[src/rtl/core_wb_pkg.sv]
// Shared writeback types and widths for the register-file write-port arbiter.
// Optional forwarding outputs of regfile_wb_arbiter are enabled by WB_FORWARD_EN.
package core_wb_pkg;

  localparam int XLEN = 32;
  localparam int AW   = 5;

  localparam logic [AW-1:0] REG_ZERO = '0;

  typedef struct packed {
    logic [AW-1:0]   addr;
    logic [XLEN-1:0] data;
  } wb_req_t;

endpackage

[src/rtl/rr_arbiter.sv]
// Combinational round-robin arbiter: searches from ptr upward, wrapping N-1 -> 0.
// Emits a one-hot grant, the encoded winner index and an any-grant flag.
module rr_arbiter #(
  parameter  int N  = 3,
  localparam int IW = (N > 1) ? $clog2(N) : 1
) (
  input  logic [N-1:0]  req,
  input  logic [IW-1:0] ptr,
  output logic [N-1:0]  grant,
  output logic [IW-1:0] idx,
  output logic          valid
);

  logic [IW:0]   sum;
  logic [IW-1:0] cand;

  always_comb begin
    // NOTE: every output gets a default before the search so no path leaves a latch.
    grant = '0;
    idx   = '0;
    valid = 1'b0;
    sum   = '0;
    cand  = '0;
    for (int i = 0; i < N; i++) begin
      sum = {1'b0, ptr} + (IW+1)'(i);
      if (sum >= (IW+1)'(N)) begin
        sum = sum - (IW+1)'(N);
      end
      cand = sum[IW-1:0];
      if (!valid && req[cand]) begin
        grant[cand] = 1'b1;
        idx         = cand;
        valid       = 1'b1;
      end
    end
  end

endmodule

[src/rtl/regfile_wb_arbiter.sv]
// Round-robin sharing of the register file's single write port among NUM_SRC requesters.
// Define WB_FORWARD_EN to drive fwd_hit1/fwd_hit2/fwd_data; otherwise they are tied to 0.
module regfile_wb_arbiter #(
  parameter  int NUM_SRC = 3,
  parameter  int XLEN    = core_wb_pkg::XLEN,
  parameter  int AW      = core_wb_pkg::AW,
  localparam int PW      = $clog2(NUM_SRC)
) (
  input  logic                    clk,
  input  logic                    rst,
  input  logic [NUM_SRC-1:0]      src_valid,
  input  logic [NUM_SRC*AW-1:0]   src_addr,
  input  logic [NUM_SRC*XLEN-1:0] src_data,
  output logic [NUM_SRC-1:0]      src_ready,
  output logic                    writeEn,
  output logic [AW-1:0]           writeAddr,
  output logic [XLEN-1:0]         writeData,
  input  logic [AW-1:0]           rd_addr1,
  input  logic [AW-1:0]           rd_addr2,
  output logic                    fwd_hit1,
  output logic                    fwd_hit2,
  output logic [XLEN-1:0]         fwd_data
);

  localparam logic [AW-1:0] ZERO_ADDR = AW'(core_wb_pkg::REG_ZERO);

  logic [PW-1:0]      rr_ptr;
  logic [NUM_SRC-1:0] req;
  logic [NUM_SRC-1:0] grant;
  logic [PW-1:0]      gidx;
  logic               gany;
  logic [AW-1:0]      sel_addr;
  logic [XLEN-1:0]    sel_data;

  // Requests are masked during reset so nothing is handshaken that the reset would drop.
  assign req       = src_valid & {NUM_SRC{~rst}};
  assign src_ready = grant;

  rr_arbiter #(.N(NUM_SRC)) u_rr (
    .req   (req),
    .ptr   (rr_ptr),
    .grant (grant),
    .idx   (gidx),
    .valid (gany)
  );

  always_comb begin
    sel_addr = src_addr[gidx*AW +: AW];
    sel_data = src_data[gidx*XLEN +: XLEN];
  end

  always_ff @(posedge clk) begin
    // NOTE: sequential state uses non-blocking assignments so all registers update together.
    if (rst) begin
      rr_ptr    <= '0;
      writeEn   <= 1'b0;
      writeAddr <= '0;
      writeData <= '0;
    end else if (gany) begin
      rr_ptr    <= (gidx == PW'(NUM_SRC-1)) ? '0 : gidx + 1'b1;
      // x0 writes are consumed like any other but never reach the register file.
      writeEn   <= (sel_addr != ZERO_ADDR);
      writeAddr <= sel_addr;
      writeData <= sel_data;
    end else begin
      writeEn   <= 1'b0;
    end
  end

`ifdef WB_FORWARD_EN
  // Covers the half cycle between the registered write and the negedge commit.
  assign fwd_hit1 = writeEn && (writeAddr == rd_addr1) && (rd_addr1 != ZERO_ADDR);
  assign fwd_hit2 = writeEn && (writeAddr == rd_addr2) && (rd_addr2 != ZERO_ADDR);
  assign fwd_data = writeData;
`else
  logic unused_rd;
  assign unused_rd = ^{rd_addr1, rd_addr2};
  assign fwd_hit1  = 1'b0;
  assign fwd_hit2  = 1'b0;
  assign fwd_data  = '0;
`endif

endmodule
[config.mk]
export PLATFORM = sky130hd
export DESIGN_NAME = regfile_wb_arbiter
export DESIGN_NICKNAME = d
export VERILOG_FILES = /design/src/rtl/core_wb_pkg.sv /design/src/rtl/rr_arbiter.sv /design/src/rtl/regfile_wb_arbiter.sv
export SDC_FILE = /design/constraint.sdc
export NUM_CORES = 1
export LEC_CHECK = 0
export CORE_UTILIZATION = 37
export DETAILED_ROUTE_END_ITERATION = 12
export PLACE_DENSITY = 0.94
export RECOVER_POWER = 100
export SKIP_CTS_REPAIR_TIMING = 1
export SYNTH_ARGS = -nofsm -noshare
export SYNTH_HDL_FRONTEND = slang
export SYNTH_SLANG_ARGS = --single-unit
[constraint.sdc]
create_clock -name clk -period 5.83 [get_ports clk]
set_input_delay 0.583 -clock clk [delete_from_list [all_inputs] [get_ports clk]]
set_output_delay 0.583 -clock clk [all_outputs]
set_load 0.02 [all_outputs]
==> flow_summary.yaml <==
# physical design summary
yosys:
  syn_area_um2: 2640
  ys_ff: 40
  synth.area.top_cells: "dfxtp_1, mux2i_1, buf_4"
  synth_seq_share: 0.303
  synth.distinct_cells: 35
  yosysTopAreaCell: "dfxtp_1"
  ys_cells: 307
  synth-async-reset-ratio: 0
  synth.avg_cell_area_um2: 8.61
status:
  status: "finished clean"
clock_network:
  cts.path.max_buffers: 2
  clock_sinks: 40
critical_path:
  ff2ff_setup_slack_ns: 1.97
  cp.depth: 9
  crit_buf_inv: 2
  cp_slowest_cell: "a31o_1"
route:
  drtIter0Drc: 63
  top_layer: "met4"
  via_per_inst: 5.03
  drc: 0
pwr:
  power_leakage_nw: 1.68
placed_design:
  place_inst: 537
job:
  openroad.warnings: 39
timing:
  fin_crit_ns: 4.12
final_layout:
  final_cell_count_no_fill: 545
worst_hold_path:
  hold_depth: 2
  worstHoldPathType: "flop to flop"
floorplan:
  rows: 30
## area by class of cell
type,instances,area share
clock buffer,7,0.0228
timing repair buffer,161,0.378
tap,96,0.0284
inverter,6,0.00533
clock inverter,1,0.00710
sequential,40,0.189
multi-input combinational,234,0.369
## layout by cell type (no fill, tap or decap), types with 6 or more instances in the layout
cell	netlist	layout
nand2_1	6	6
clkdlybuf4s50_1	0	114
mux2i_1	39	39
nor2_1	7	7
dfxtp_1	40	40
clkbuf_8	0	7
o21ai_0	38	38
a31o_1	13	13
conb_1	1	34
a21oi_1	42	41
dlygate4sd3_1	0	42
a31o_2	22	22
## metrics by stage
step,utilization,total power [mW],worst slack (ns),area (um^2),hold slack [ns]
after floorplan,-,1.02,3.27,2770,0.466
after global placement,0.601,1.38,1.91,4110,0.442
after detailed placement,0.601,1.41,1.81,4110,0.451
after CTS,0.620,1.66,2.09,4230,0.462
after global routing,0.619,1.70,1.48,4230,0.474
final,0.619,1.60,1.71,4230,0.459
## where the power goes
part / switching, mW / internal (mW) / leakage, nW
registers: 0.0578 / 0.393 / 0.335
clock network: 0.0949 / 0.151 / 0.0645
logic: 0.486 / 0.416 / 1.28
## flip-flops by register name, summed over array words and instances (netlist names)
name / flops
writeData: 32
rr_ptr: 2
writeAddr: 5
writeEn: 1
## synth_stat cells (2+ instances only)
| library cell | number |
|---|---|
| dfxtp_1 | 40 |
| a21o_1 | 5 |
| a31o_1 | 13 |
| buf_2 | 3 |
| mux2i_1 | 39 |
| a211oi_2 | 2 |
| a31o_2 | 22 |
| a21oi_1 | 42 |
| ha_1 | 4 |
| inv_1 | 5 |
| nand2b_1 | 2 |
| nor2b_1 | 2 |
| clkbuf_1 | 18 |
| buf_4 | 37 |
| nor3_1 | 3 |
| mux2_1 | 2 |
| nor2_1 | 7 |
| a211oi_1 | 2 |
| nand2_1 | 6 |
| o21ai_0 | 38 |
## cell families (layout without fill, tap and decap cells)
family,after synthesis,after routing,share of synthesized area
DFF,40,40,0.303
buffers and inverters,66,175,0.158
AOI/OAI and AO/OA,129,129,0.312
and+or+nand+nor,26,26,0.0497
muxes,41,41,0.156
adders and majority gates,4,4,0.0189
other,1,34,0.00142
## worst min path at each step
stage	from	to
CTS	writeAddr[4]$_SDFFE_PP0N_	writeAddr[4]$_SDFFE_PP0N_
detailed placement	writeAddr[4]$_SDFFE_PP0N_	writeAddr[4]$_SDFFE_PP0N_
global placement	writeAddr[4]$_SDFFE_PP0N_	writeAddr[4]$_SDFFE_PP0N_
finish	writeAddr[4]$_SDFFE_PP0N_	writeAddr[4]$_SDFFE_PP0N_
global route	writeAddr[4]$_SDFFE_PP0N_	writeAddr[4]$_SDFFE_PP0N_
floorplan	rr_ptr[0]$_SDFFE_PP0N_	rr_ptr[0]$_SDFFE_PP0N_
## metal layers
layer / vias up / GRT usage
li1: 1346 / -
met1: 1245 / 0.218
met3: 18 / 0.0610
met5: - / 0
met2: 130 / 0.384
met4: 0 / 0.0758
### Placement by cell class

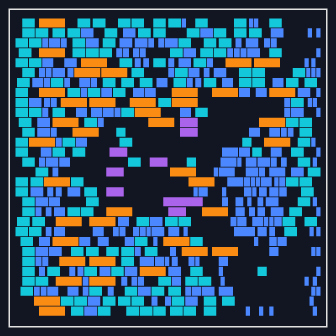
legend:
  purple:
    class: clock drivers and dummy loads
    cells: 8
    share_of_their_area: 3.1%
  cyan:
    class: other buffers and delay cells
    cells: 161
    share_of_their_area: 39%
  orange:
    class: flip-flops
    cells: 40
    share_of_their_area: 19%
  blue:
    class: all other logic
    cells: 240
    share_of_their_area: 39%

### M4 wires

Cells faint in the background.
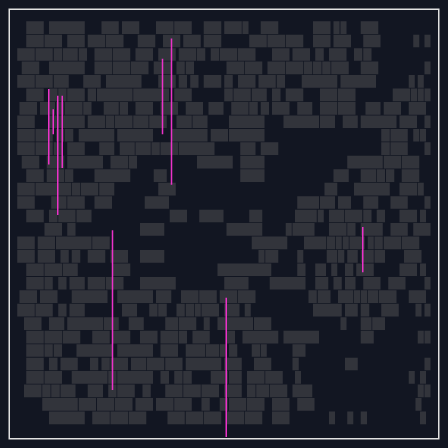
longest straight run: 32.0 um
share of all routed wire: 2.2%
wire length on this layer: 171 um
main direction: vertical
vias: 2739
Post-Route WL: 7.86 mm

No activity file was given, so power comes from the tool's default toggle rates.
